<file path="config.mk">
export PLATFORM = sky130hd
export DESIGN_NAME = serial_subtractor
export DESIGN_NICKNAME = d
export VERILOG_FILES = /design/src/rtl/serial_subtractor_pkg.sv /design/src/rtl/serial_subtractor_fs.sv /design/src/rtl/serial_subtractor.sv
export SDC_FILE = /design/constraint.sdc
export NUM_CORES = 1
export LEC_CHECK = 0
export ABC_AREA = 0
export CAP_MARGIN = 20
export CORE_MARGIN = 1.5
export CORE_UTILIZATION = 53
export DETAILED_ROUTE_END_ITERATION = 8
export PLACE_DENSITY = 0.84
export SLEW_MARGIN = 20
export SYNTH_ARGS = -nofsm -noshare
export SYNTH_HDL_FRONTEND = slang
export SYNTH_HIERARCHICAL = 1
export SYNTH_SLANG_ARGS = --single-unit
</file>
<file path="constraint.sdc">
create_clock -name clk -period 3.7 [get_ports clk]
set_clock_uncertainty 0.1 [all_clocks]
set_input_delay 0.925 -clock clk [delete_from_list [all_inputs] [get_ports clk]]
set_output_delay 0.925 -clock clk [all_outputs]
set_load 0.005 [all_outputs]
</file>
<file path="src/rtl/serial_subtractor_pkg.sv">
// Shared definitions for the bit-serial arithmetic blocks: FSM state encoding,
// default operand width and the counter-width helper.
package serial_subtractor_pkg;

    typedef enum logic [1:0] {
        ST_IDLE = 2'd0,
        ST_BUSY = 2'd1,
        ST_DONE = 2'd2
    } state_t;

    localparam int DEFAULT_WIDTH = 8;

    // Bit counter must index 0..w-1; a one-bit operand still needs one counter bit.
    function automatic int cnt_width(input int w);
        return (w <= 1) ? 1 : $clog2(w);
    endfunction

endpackage

</file>
<file path="src/rtl/serial_subtractor_fs.sv">
// Combinational full-subtractor cell: d = a - b - bin, bout set on underflow.
module full_subtractor (
    input  logic a,
    input  logic b,
    input  logic bin,
    output logic d,
    output logic bout
);

    assign d    = a ^ b ^ bin;
    assign bout = (~a & b) | (~(a ^ b) & bin);

endmodule

</file>
<file path="src/rtl/serial_subtractor.sv">
// Bit-serial unsigned subtractor: x - y computed LSB-first through a single
// full-subtractor cell, one bit per clock, behind valid/ready handshakes.
module serial_subtractor
    import serial_subtractor_pkg::*;
#(
    parameter int WIDTH = DEFAULT_WIDTH
) (
    input  logic             clk,
    input  logic             rst_n,
    input  logic             in_valid,
    output logic             in_ready,
    input  logic [WIDTH-1:0] x,
    input  logic [WIDTH-1:0] y,
    output logic             out_valid,
    input  logic             out_ready,
    output logic [WIDTH-1:0] diff,
    output logic             borrow
);

    localparam int CW = cnt_width(WIDTH);

    state_t           r_state;
    logic [WIDTH-1:0] r_x_sr;
    logic [WIDTH-1:0] r_y_sr;
    logic [WIDTH-1:0] r_diff_sr;
    logic             r_borrow;
    logic [CW-1:0]    r_cnt;
    logic             r_in_ready;
    logic             r_out_valid;

    logic w_d;
    logic w_bout;
    logic w_last;

    full_subtractor u_fs (
        .a    (r_x_sr[0]),
        .b    (r_y_sr[0]),
        .bin  (r_borrow),
        .d    (w_d),
        .bout (w_bout)
    );

    assign w_last = (r_cnt == CW'(WIDTH - 1));

    // NOTE: every register here uses <= so all updates see pre-edge values,
    // which is what lets the shift registers and borrow advance in lockstep.
    always_ff @(posedge clk) begin
        if (!rst_n) begin
            r_state     <= ST_IDLE;
            // NOTE: data registers are reset too because a reset must also
            // clear the visible diff/borrow, not just the control state.
            r_x_sr      <= '0;
            r_y_sr      <= '0;
            r_diff_sr   <= '0;
            r_borrow    <= 1'b0;
            r_cnt       <= '0;
            r_in_ready  <= 1'b1;
            r_out_valid <= 1'b0;
        end else begin
            case (r_state)
                ST_IDLE: begin
                    if (in_valid) begin
                        r_x_sr     <= x;
                        r_y_sr     <= y;
                        r_diff_sr  <= '0;
                        r_borrow   <= 1'b0;
                        r_cnt      <= '0;
                        r_in_ready <= 1'b0;
                        r_state    <= ST_BUSY;
                    end
                end
                ST_BUSY: begin
                    r_x_sr    <= r_x_sr >> 1;
                    r_y_sr    <= r_y_sr >> 1;
                    // The MSB write below overrides the zero shifted in.
                    r_diff_sr <= r_diff_sr >> 1;
                    r_diff_sr[WIDTH-1] <= w_d;
                    r_borrow  <= w_bout;
                    if (w_last) begin
                        r_out_valid <= 1'b1;
                        r_state     <= ST_DONE;
                    end else begin
                        r_cnt <= r_cnt + CW'(1);
                    end
                end
                ST_DONE: begin
                    if (out_ready) begin
                        r_out_valid <= 1'b0;
                        r_in_ready  <= 1'b1;
                        r_state     <= ST_IDLE;
                    end
                end
                default: begin
                    r_state <= ST_IDLE;
                end
            endcase
        end
    end

    assign in_ready  = r_in_ready;
    assign out_valid = r_out_valid;
    assign diff      = r_diff_sr;
    assign borrow    = r_borrow;

endmodule
</file>
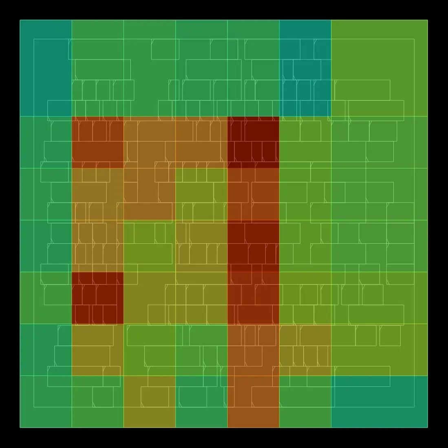
Fig. 1. Congestion heat map (run 1).
global routing usage on met2: 41.0%
Final Core Density: 69.4%
routing usage on met1: 22.3%
Most Used Layer, Global Route: met2

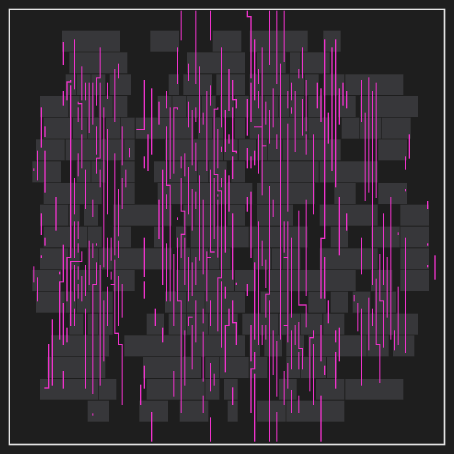
Fig. 2. The metal 2 layer (run 1).
Drawn at 8 px/µm.
main direction = vertical
wire length on this layer = 1550 µm
longest straight run = 34.3 µm
nets with wire on the layer = 178
share of all routed wire = 54%

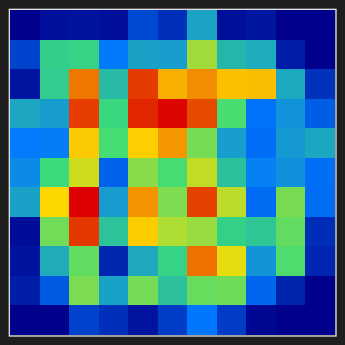
Fig. 3. Routed metal per tile (run 1).
Drawn at 6 px/µm. The die is cut into 11 by 11 equal tiles; dark blue is low, red is high, scaled to the fullest tile. Values are wire area over tile area, all layers added.
nearly empty tiles = 8.3%
fullest tile = 0.40
densest ninth of the die = centre
tiles over half the peak = 35%
mean over tiles = 0.16

==> run 1: Yosys cell counts, types with 2 or more instances <==
master,count
sky130_fd_sc_hd__inv_1,4
sky130_fd_sc_hd__clkbuf_1,3
sky130_fd_sc_hd__nand2b_1,4
sky130_fd_sc_hd__o21ai_0,16
sky130_fd_sc_hd__nor2b_1,13
sky130_fd_sc_hd__buf_4,3
sky130_fd_sc_hd__ha_1,2
sky130_fd_sc_hd__dfxtp_1,32
sky130_fd_sc_hd__nor3b_1,2
sky130_fd_sc_hd__nand2_1,22
sky130_fd_sc_hd__a22oi_1,11
sky130_fd_sc_hd__o22ai_1,3
sky130_fd_sc_hd__buf_6,4
sky130_fd_sc_hd__a21oi_1,29
==> notes.md, run 1 <==
The implementation run finished. Met1 layer wirelength in the final routing landed at ~1100 µm. Parity-gate share of the synthesized area counting xor and xnor cells landed at 0%. STA classifies the critical path endpoint as a register. Combinational cell power landed at 0.0000996 W. Required time reported for the critical path endpoint landed at between 3 and 4 ns.

Per the timing report, the most critical flop-to-flop path originates at r_state[0]. For this run, the detailed router reports a per-instance via density of roughly 5.7. Looking at the worst setup and hold paths, the clock pins of their registers show a slew of approximately 0.1 ns.

On the worst path, the slowest cell contributes a delay of between 1 and 1.5 ns. The worst setup path is launched from an input port. Power share of the clock group landed at a little over a third. The detailed router placed around 1200 vias in this run. The final timing report lists a max-slew violation count of 0. Per the CTS log, the root buffer master is sky130_fd_sc_hd__clkbuf_4. Per the post-synthesis report, the nets total roughly 180. Area share of the leading cell type in the synthesized netlist landed at 46.1%. In this run, the synthesized area fraction spent on and/or/nand/nor cells is recorded as between 15 and 20%.

Final weighted congestion in routability-driven placement landed at around 0.74. Sequential cell count landed at 32. After technology mapping, the gate count stands at roughly 160.

Ranking logic cells in the layout by count gives the top entries sky130_fd_sc_hd__dfxtp_1 (32), sky130_fd_sc_hd__clkdlybuf4s50_1 (30), sky130_fd_sc_hd__a21oi_1 (29). Transition at the pin with the smallest max-transition slack landed at 0.947 ns. The detailed placer reported the number of placed instances as 206. Number of violations of the max-capacitance limit landed at 0. DRC violation count after routing landed at 0.

In the final layout, the multi-input gates occupy around 650 µm². Worst IR drop on VDD landed at ~0.00035 V. After floorplanning, the die was sized to cover 2940 µm².

The flow ran to the end, and the final reports show no timing, DRC or antenna violations. Synthesized area per cell landed at about 8.9 µm². Pin count of the biggest net entering global routing landed at 36. Count of library flops with an enable pin landed at 0.

Maximum buffer depth of the clock tree landed at 2. OpenSTA lists the critical path startpoint as rst_n. Combinational logic is responsible for between 10% and 20% of the overall power. The first global-routing pass estimated around 4700 µm of wire. The repair_antennas step left the layout with diodes totalling 0. Before CTS, the worst setup slack after placement is around 1.1 ns. In this run the register-to-register setup slack is around 2.0 ns. Yosys warning tally landed at 6. In this run the post-CTS setup repair buffer count came out at 0. The initial antenna violation count is 0. The area growth from synthesis to layout is 23.8%. Normalized max-slew margin landed at 36.6%.

The core region is around 2500 µm². Number of tap instances landed at 30. Looking at the clock tree report, the H-tree level count equals 2. The detailed router reports a met2 wire length of around 1500 µm. Ranked by total cell area, the synthesized netlist is headed by sky130_fd_sc_hd__dfxtp_1 (46%), sky130_fd_sc_hd__a21oi_1 (10%), sky130_fd_sc_hd__a22oi_1 (5.9%). The share of total power dissipated in sequential elements is 51.2%. TritonCTS built the clock tree. Total power of the final layout landed at between 0.0007 and 0.0008 W. Sum of routed wire length over all layers landed at 2890 µm. Die boundary height landed at 54.2 µm. The flow reports power dissipated in sequential cells as roughly 0.00038 W. Per the detail_route log, met3 wirelength is between 150 and 200 µm.

The floorplan report gives the top-level pin count as 31. Data arrival time of the worst path landed at roughly 2.5 ns. After synthesis, the largest family of logic cells by area is AND-OR/OR-AND gates. Number of failing setup endpoints in the final timing report landed at 0. Number of clock buffers in the layout landed at 6. Net switching is 24.8% of the power. Internal portion of total power landed at 0.000555 W. Of all flip-flops after synthesis, the portion carrying an async set or reset was 0%. Walking the worst path, the cells encountered are clkdlybuf4s50_1 > o21ai_0 > a21oi_1. Cell count along the critical path landed at 3.

The layout has 30 buffers outside the clock class. Setup slack closes at approximately 1.4 ns. Count of warning messages emitted by the tools landed at 26. OpenSTA lists the critical path endpoint as r_x_sr[6]. In this run, the number of DRC markers left after iteration 0 of detailed routing was 38. Setup repair after global routing left no endpoint under its margin.

In the final routed layout, each cell accounts on average for ~13 µm. Final cell count without fillers landed at between 200 and 250. In this run the top signal layer used is met4. CTS added clock buffers totalling 5. According to the floorplan log, the row count is 18. Total power divided by cell area landed at about 430 nW/µm². The horizontal die dimension reported for this design is about 54 µm. HPWL after detailed placement landed at 1860 µm. Looking at the critical path, the single cell with the biggest stage delay is sky130_fd_sc_hd__clkdlybuf4s50_1.

Depth of the most critical reg-to-reg path landed at 3. Number of port buffers landed at 30. Count of instantiated cells in the yosys netlist landed at 157. Number of cells traversed by the worst hold path landed at 2. In the final layout, clock buffers and inverters account for under 10% of the cell area. The final design was reported to hold multi-input combinational gates totalling 110.

Layout inverter count without the clock tree landed at 4. Counting the fill cells in the layout gives 221. The worst setup path is of the input port to register kind. The count of nets left with antenna violations once routing finished came out at 0. Count of state elements after synthesis landed at 32.

Count of cell types in the netlist landed at 23. The net count of the finished layout is 206. Detailed placement reports a standard cell area of around 1600 µm².

Maximum clock frequency landed at 439 MHz. In the hold report, the worst path ends at r_cnt[2]. Multi-input logic gates represent a cell area share of a little under two fifths. For the clock group, total power comes out at 0.000260 W. Sum of negative setup slack landed at 0 ns. Total global-route track usage over all layers is roughly 23%. Clock latency at the later pin of the worst-skew pair landed at 0.34 ns. Total global routing overflow landed at 0. Number of iterations in the first detailed-routing pass landed at 4. The top cell type in the final layout, fill and taps aside, is sky130_fd_sc_hd__dfxtp_1. The stat command in Yosys gives a chip area of about 1400 µm². Buffers inserted to repair hold after CTS numbered 0. Buffering overhead landed at 17.5%. Gates resized during post-CTS repair numbered 0. According to the hold report, the worst path is of the register to register type. Sequential cells make up approximately 37% of the cell area. Initial standard-cell utilization of the core landed at between 50% and 60%. Summed instance area of the synthesized netlist landed at about 1400 µm². Number of failing hold endpoints at the final stage landed at 0. The number of clock sinks came to 32. The launch point of the worst min-delay path is recorded as r_cnt[2]. By area, logic gates come first.

Summed area of non-filler cells in the final layout landed at around 1700 µm². For this run, the leading register cell type out of synthesis is sky130_fd_sc_hd__dfxtp_1. Sequential elements use a little under half of the synthesized area. The kind of cell with the highest combined delay along the critical path is buffers and inverters. Number of global-route vias before repair landed at roughly 1200. After Yosys synthesis, AND-OR and OR-AND compound gates account for a little over a quarter of the synthesized area.
Fig. 4: run 1, pin placement
Drawn at 8 px/µm. Pins as bars across the die edge, other pins in grey.
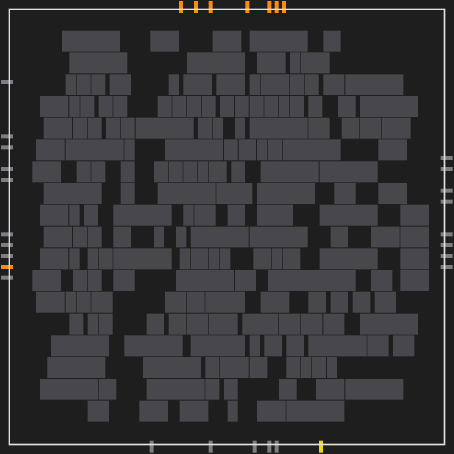

==> run 1 -> run 2 <==
Settings changed: CORE_UTILIZATION 53 to 49, PLACE_DENSITY 0.84 to 0.79.
Clock period 3.7 ns to 2.3 ns, I/O delays scaled along.
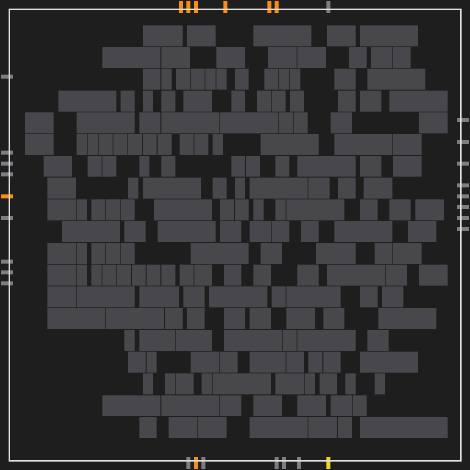
Fig. 5. Pin placement (run 2).
Drawn at 8 px/µm. Pins as bars across the die edge, other pins in grey.
y -> orange  # pins 8, direction input, edge 6 north, 1 west, 1 south
out_valid -> yellow  # pins 1, direction output, edge south

==> run 2 against run 1 <==
  * Cell count grew 1.9%
  * Clock-buffer cell count is 1 higher
  * Setup slack lost 1.0 ns
  * Combinational power grew 62%
  * Critical path depth fell by 2
  * Wire length shrank 4.5%
  * Hold slack better by 0.0022 ns
==> notes.md, run 2 <==
The implementation run finished. Run status: finished clean (unchanged). Fraction of registers with async set/reset landed at 0% (unchanged). The area share of the leading cell type in the synthesized netlist was 46.1% (unchanged).

Number of failing setup endpoints in the final timing report landed at 0 (unchanged). Area after detailed placement landed at 1670 µm² (was 1640 µm²). The register-to-register setup slack came to 0.70 ns (was 2.01 ns).

Chip area landed at 3170 µm² (was 2940 µm²). The number of violations of the max-capacitance limit was 0 (unchanged). Clock latency at the later pin of the worst-skew pair landed at 0.33 ns (was 0.34 ns). Most frequent cells after synthesis: sky130_fd_sc_hd__dfxtp_1 (32), sky130_fd_sc_hd__a21oi_1 (29), sky130_fd_sc_hd__nand2_1 (22) (unchanged). Part of the total power dissipated in combinational logic landed at 12.9% (was 13.5%). The normalized max-slew margin came to 64.8% (was 36.6%). Transition at the pin with the smallest max-transition slack landed at 0.526 ns (was 0.947 ns).

DRC violation total after the first TritonRoute iteration landed at 19 (was 38). Internal portion of total power landed at 0.000956 W (was 0.000555 W). Total count of max-transition violations in the final report landed at 0 (unchanged). Post-detailed-route count of antenna-violating nets landed at 0 (unchanged). The hold path startpoint is r_cnt[2] (unchanged). Layout inverter count without the clock tree landed at 4 (unchanged). The area of the core region is 2730 µm² (was 2480 µm²).

The synthesized netlist net count was 180 (unchanged). Number of nets in the layout landed at 209 (was 206). The count of filler cells inserted in the layout was 239 (was 221).

The post-synthesis cell count is 157 (unchanged). Number of cell rows landed at 19 (was 18). The cell type group with the largest total delay on the critical path is buffers and inverters (unchanged).

The maximum buffer depth of the clock tree was 2 (unchanged). Count of state elements after synthesis landed at 32 (unchanged). Maximum clock frequency landed at 527 MHz.

Ordered cell list for the critical path: clkdlybuf4s50_1 (was clkdlybuf4s50_1 > o21ai_0 > a21oi_1). The compound-cell area share of the yosys netlist was 27.5% (unchanged). Total global routing overflow landed at 0 (unchanged). The cell with the biggest individual delay on the critical path was sky130_fd_sc_hd__clkdlybuf4s50_1 (unchanged).

DRC violation count after routing landed at 0 (unchanged). The capture endpoint of the worst hold path is r_cnt[2] (unchanged). The worst path setup slack after routing is 0.402 ns (was 1.42 ns).

The clock input transition at the sequential cells of the worst setup and hold paths is 0.10 ns (about the same). The sequential cell count was 32 (unchanged). The sequential cell area fraction in the yosys report is 46.1% (unchanged). The total of plain and repair buffers excluding clock buffers came to 33 (was 30). The combinational gate area is 651 µm² (unchanged). The synthesis-to-layout area growth is 26.8% (was 23.8%). HPWL after detailed placement landed at 1850 µm (was 1860 µm). The summed standard-cell area reported by yosys was 1390 µm² (unchanged). The number of tap instances was 31 (was 30). The endpoint kind of the worst setup timing path is an output port (was register). The wire length on met3 was 155 µm (was 157 µm). Number of multi-input combinational cells in the layout landed at 110 (unchanged). Cell count after placement landed at 210 (was 206). Number of clock buffers in the layout landed at 7 (was 6).

The CTS tree is done (unchanged). The dominant kind of cell by area is logic gates (unchanged). Unrepaired setup endpoints after global routing: false (unchanged).

Final weighted congestion in routability-driven placement landed at 0.708 (was 0.736). Pin count of the biggest net entering global routing landed at 36 (unchanged). Die boundary height landed at 56.3 µm (was 54.2 µm).

Combinational cell power landed at 0.000161 W (was 0.0000996 W). The depth of the most critical reg-to-reg path was 3 (unchanged). The met1 layer wirelength in the final routing came to 1230 µm (was 1120 µm). Synthesized area per cell landed at 8.85 µm² (unchanged). Yosys warning tally landed at 6 (unchanged). The total CTS buffers was 5 (unchanged).

The total power of the final layout is 0.00125 W (was 0.000738 W). The parity-gate share of the synthesized area counting xor and xnor cells is 0% (unchanged). Number of failing hold endpoints at the final stage landed at 0 (unchanged). The met1 track demand over resource in global routing was 23.4% (was 22.3%).

The data arrival time of the worst path is 1.22 ns (was 2.45 ns). The most frequent cell after synthesis is sky130_fd_sc_hd__dfxtp_1 (unchanged). Worst IR drop on VDD landed at 0.000701 V (was 0.000349 V). The die boundary width is 56.3 µm (was 54.2 µm).

Met2 wire length landed at 1290 µm (was 1550 µm). The most frequent logic cell in the layout is sky130_fd_sc_hd__dfxtp_1 (unchanged). The clock tree root buffer cell was sky130_fd_sc_hd__clkbuf_4 (unchanged).

The power share of the clock group came to 38.4% (was 35.3%). Sequential share of power landed at 48.7% (was 51.2%). The type of origin of the critical path is a register (was input port). The highest-utilization routing layer at the global route stage is met2 (unchanged). Number of vias per cell after detailed routing landed at 5.47 (was 5.75).

Number of antenna diodes landed at 0 (unchanged). The beginning of the worst register-to-register path was r_state[0] (unchanged).
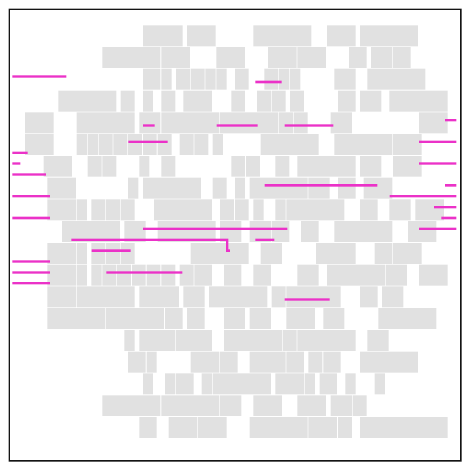
Fig. 6. Met3 routing (run 2).
Drawn at 8 px/µm.
main direction = horizontal
nets with wire on the layer = 22
final wirelength: 2760 µm
total number of vias: 1192
GR Layer Usage met3: 4.38%

==> run 2: cell counts after synthesis <==
No cell type changed its count.
==> run 2: worst max path at each step <==
stage             start         to  slack, ns  cells after the start
2_1_floorplan  in_valid  r_x_sr[1]       0.99                      4
3_3_place_gp   in_valid    diff[0]       0.42                      5
3_5_place_dp   in_valid    diff[2]       0.36                      5
4_1_cts         diff[4]    diff[4]       0.39                      1
5_1_grt         diff[7]    diff[7]       0.34                      1
6_report        diff[7]    diff[7]       0.40                      1
==> run 2: logic make-up (layout without fill, tap and decap cells) <==
logic type,after synthesis,count (layout)
buffers and inverters,15,45
AND-OR/OR-AND,64,64
flip-flops,32,32
AND/OR/NAND/NOR,43,43
adder cells (fa/ha/maj),3,3
Fig. 7: run 2, the metal 2 layer
Drawn at 8 px/µm.
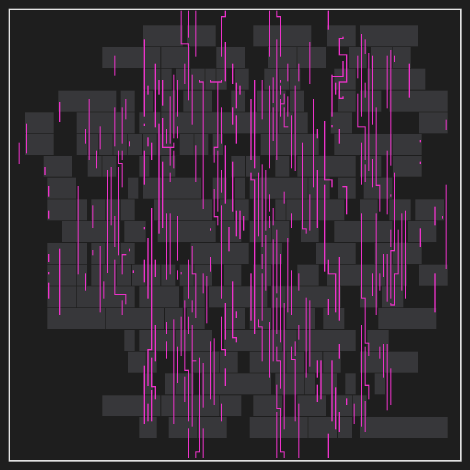

==> run 2 -> run 3 <==
Settings changed: CORE_UTILIZATION 49 to 44, PLACE_DENSITY 0.79 to 0.75.
Clock period 2.3 ns to 1.66 ns, I/O delays scaled along.
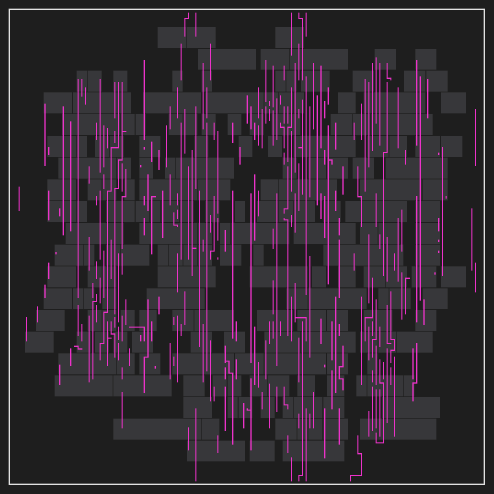
Fig. 8. The metal 2 layer (run 3).
Drawn at 8 px/µm.
wire length on this layer = 1530 µm
nets with wire on the layer = 182
share of all routed wire = 50%
longest straight run = 30.9 µm
total number of vias: 1251
final wirelength: 3040 µm
global routing usage on met2: 32.8%

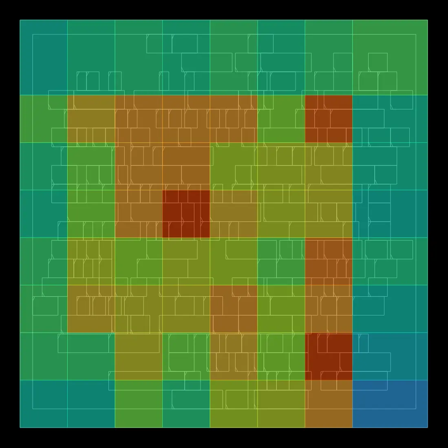
Fig. 9. Congestion heat map (run 3).
total routing resource utilization after global routing: 18.4%
mean routed wirelength per cell: 12.6 µm

==> run 3 against run 2 <==
  * Utilization fell by 3.1 points
  * Global-route usage fell by 0.68 points
  * Critical path depth rose by 3
  * Via count rose by 4.9%
  * Register-to-register slack got worse by 0.52 ns
  * Combinational power rose by 47%
  * Power rose by 33%
  * Wire length rose by 10%
  * Die size rose by 11%
  * First-iteration DRC count rose by 120%
  * Critical path type is now input port to register
  * Critical endpoint is now diff[4]
  * Largest power group unchanged
==> notes.md, run 3 <==
The implementation run finished. The dominant kind of cell by area was logic gates (unchanged). The maximum buffer depth of the clock tree is 2 (unchanged). The yosys warning tally came to 6 (unchanged).

The buffer count from post-CTS setup fixing came to 9 (was 0). Unrepaired setup endpoints after global routing: false (unchanged). Count of cell types in the netlist landed at 23 (unchanged). The post-synthesis cell count came to 157 (unchanged).

Global routing usage on met3 landed at 6.33% (was 4.38%). The total I/O pin count is 31 (unchanged). The total count of max-transition violations in the final report is 0 (unchanged).

The die boundary height came to 59.2 µm (was 56.3 µm). The fraction of registers with async set/reset was 0% (unchanged). Top post-synthesis cells by area: sky130_fd_sc_hd__dfxtp_1 (46%), sky130_fd_sc_hd__a21oi_1 (10%), sky130_fd_sc_hd__a22oi_1 (5.9%) (unchanged). Cell count along the critical path landed at 4 (was 1). The transition at the pin with the smallest max-transition slack was 0.531 ns (was 0.526 ns). The number of nets in the layout came to 220 (was 209).

Total number of clock tree sinks landed at 32 (unchanged). The summed standard-cell area reported by yosys is 1390 µm² (unchanged). The met2 wire length was 1530 µm (was 1290 µm).

The area of the core region came to 3030 µm² (was 2730 µm²). The uppermost layer routed is met4 (unchanged). The number of vias per cell after detailed routing is 5.17 (was 5.47). The power attributed to sequential cells came to 0.000844 W (was 0.000608 W). The cell type group with the largest total delay on the critical path is AND-OR/OR-AND gates (was buffers and inverters). DRC violation total after the first TritonRoute iteration landed at 42 (was 19).

The count of state elements after synthesis was 32 (unchanged). The share of the final layout cell area in multi-input gates came to 35.6% (was 36.9%). Number of multi-input combinational cells in the layout landed at 111 (was 110). Most frequent cells after synthesis: sky130_fd_sc_hd__dfxtp_1 (32), sky130_fd_sc_hd__a21oi_1 (29), sky130_fd_sc_hd__nand2_1 (22) (unchanged). Data arrival time of the worst path landed at 1.79 ns (was 1.22 ns).

Clock latency at the later pin of the worst-skew pair landed at 0.34 ns (was 0.33 ns). Synthesized area per cell landed at 8.85 µm² (unchanged). The type of origin of the critical path is an input port (was register). Initial standard-cell utilization of the core landed at 45.9% (was 50.8%). Combinational gate area landed at 662 µm² (was 651 µm²). The die boundary width came to 59.2 µm (was 56.3 µm). Total of plain and repair buffers excluding clock buffers landed at 43 (was 33). The combinational cell power was 0.000237 W (was 0.000161 W). The number of tap instances came to 44 (was 31). Number of port buffers landed at 30 (unchanged). The synthesis-to-layout area growth came to 33.8% (was 26.8%). Run status: finished clean (unchanged).

The number of cell rows was 20 (was 19). The number of cells traversed by the worst hold path came to 2 (unchanged). The number of violations of the max-capacitance limit was 0 (unchanged). Required time reported for the critical path endpoint landed at 1.84 ns (was 1.62 ns).

The total global routing overflow is 0 (unchanged). Count of instantiated cells in the yosys netlist landed at 157 (unchanged). Maximum level of the CTS H-tree landed at 2 (unchanged). The most frequent logic cell in the layout is sky130_fd_sc_hd__a21oi_1 (was sky130_fd_sc_hd__dfxtp_1). The number of iterations in the first detailed-routing pass was 4 (unchanged). Clock input transition at the sequential cells of the worst setup and hold paths landed at 0.11 ns (was 0.10 ns). Total power divided by cell area landed at 892 nW/µm² (was 708 nW/µm²). The clock network contribution to total cell area came to 4.10% (was 5.39%). The highest-utilization routing layer at the global route stage is met2 (unchanged). Part of the total power dissipated in combinational logic landed at 14.3% (was 12.9%). Layout inverter count without the clock tree landed at 4 (unchanged).

The initial antenna violation count was 0 (unchanged). The classification of the worst-slack hold path is register to register (unchanged). The area share of the leading cell type in the synthesized netlist was 46.1% (unchanged). Summed instance area of the synthesized netlist landed at 1390 µm² (unchanged). Power share of the clock group landed at 34.9% (was 38.4%). Buffering overhead landed at 21.3% (was 18.3%).

The number of antenna diodes is 0 (unchanged). Ordered cell list for the critical path: clkdlybuf4s50_1 > o21bai_2 > a22oi_1 > nor2b_1 (was clkdlybuf4s50_1).
run 3: worst register-to-register path, cell delays in order, from the launching register on:
cell and delay, ns:
sky130_fd_sc_hd__dfxtp_1 0.60, sky130_fd_sc_hd__nor2b_4 0.31, sky130_fd_sc_hd__buf_12 0.17, sky130_fd_sc_hd__a21oi_1 0.07, sky130_fd_sc_hd__a21oi_1 0.17
run 3: per-stage QoR:
stage / instances / utilization, % / setup WS, ns / total power, W
global placement: 224 / 56.3 / -0.177 / 0.00108
finish: 242 / 61.4 / 0.0528 / 0.00166
floorplan: 157 / - / 0.429 / 0.00100
detailed placement: 224 / 56.3 / -0.225 / 0.00109
global route: 242 / 61.4 / 0.00522 / 0.00174
CTS: 241 / 61.0 / 0.123 / 0.00166
No activity file was given, so power comes from the tool's default toggle rates.
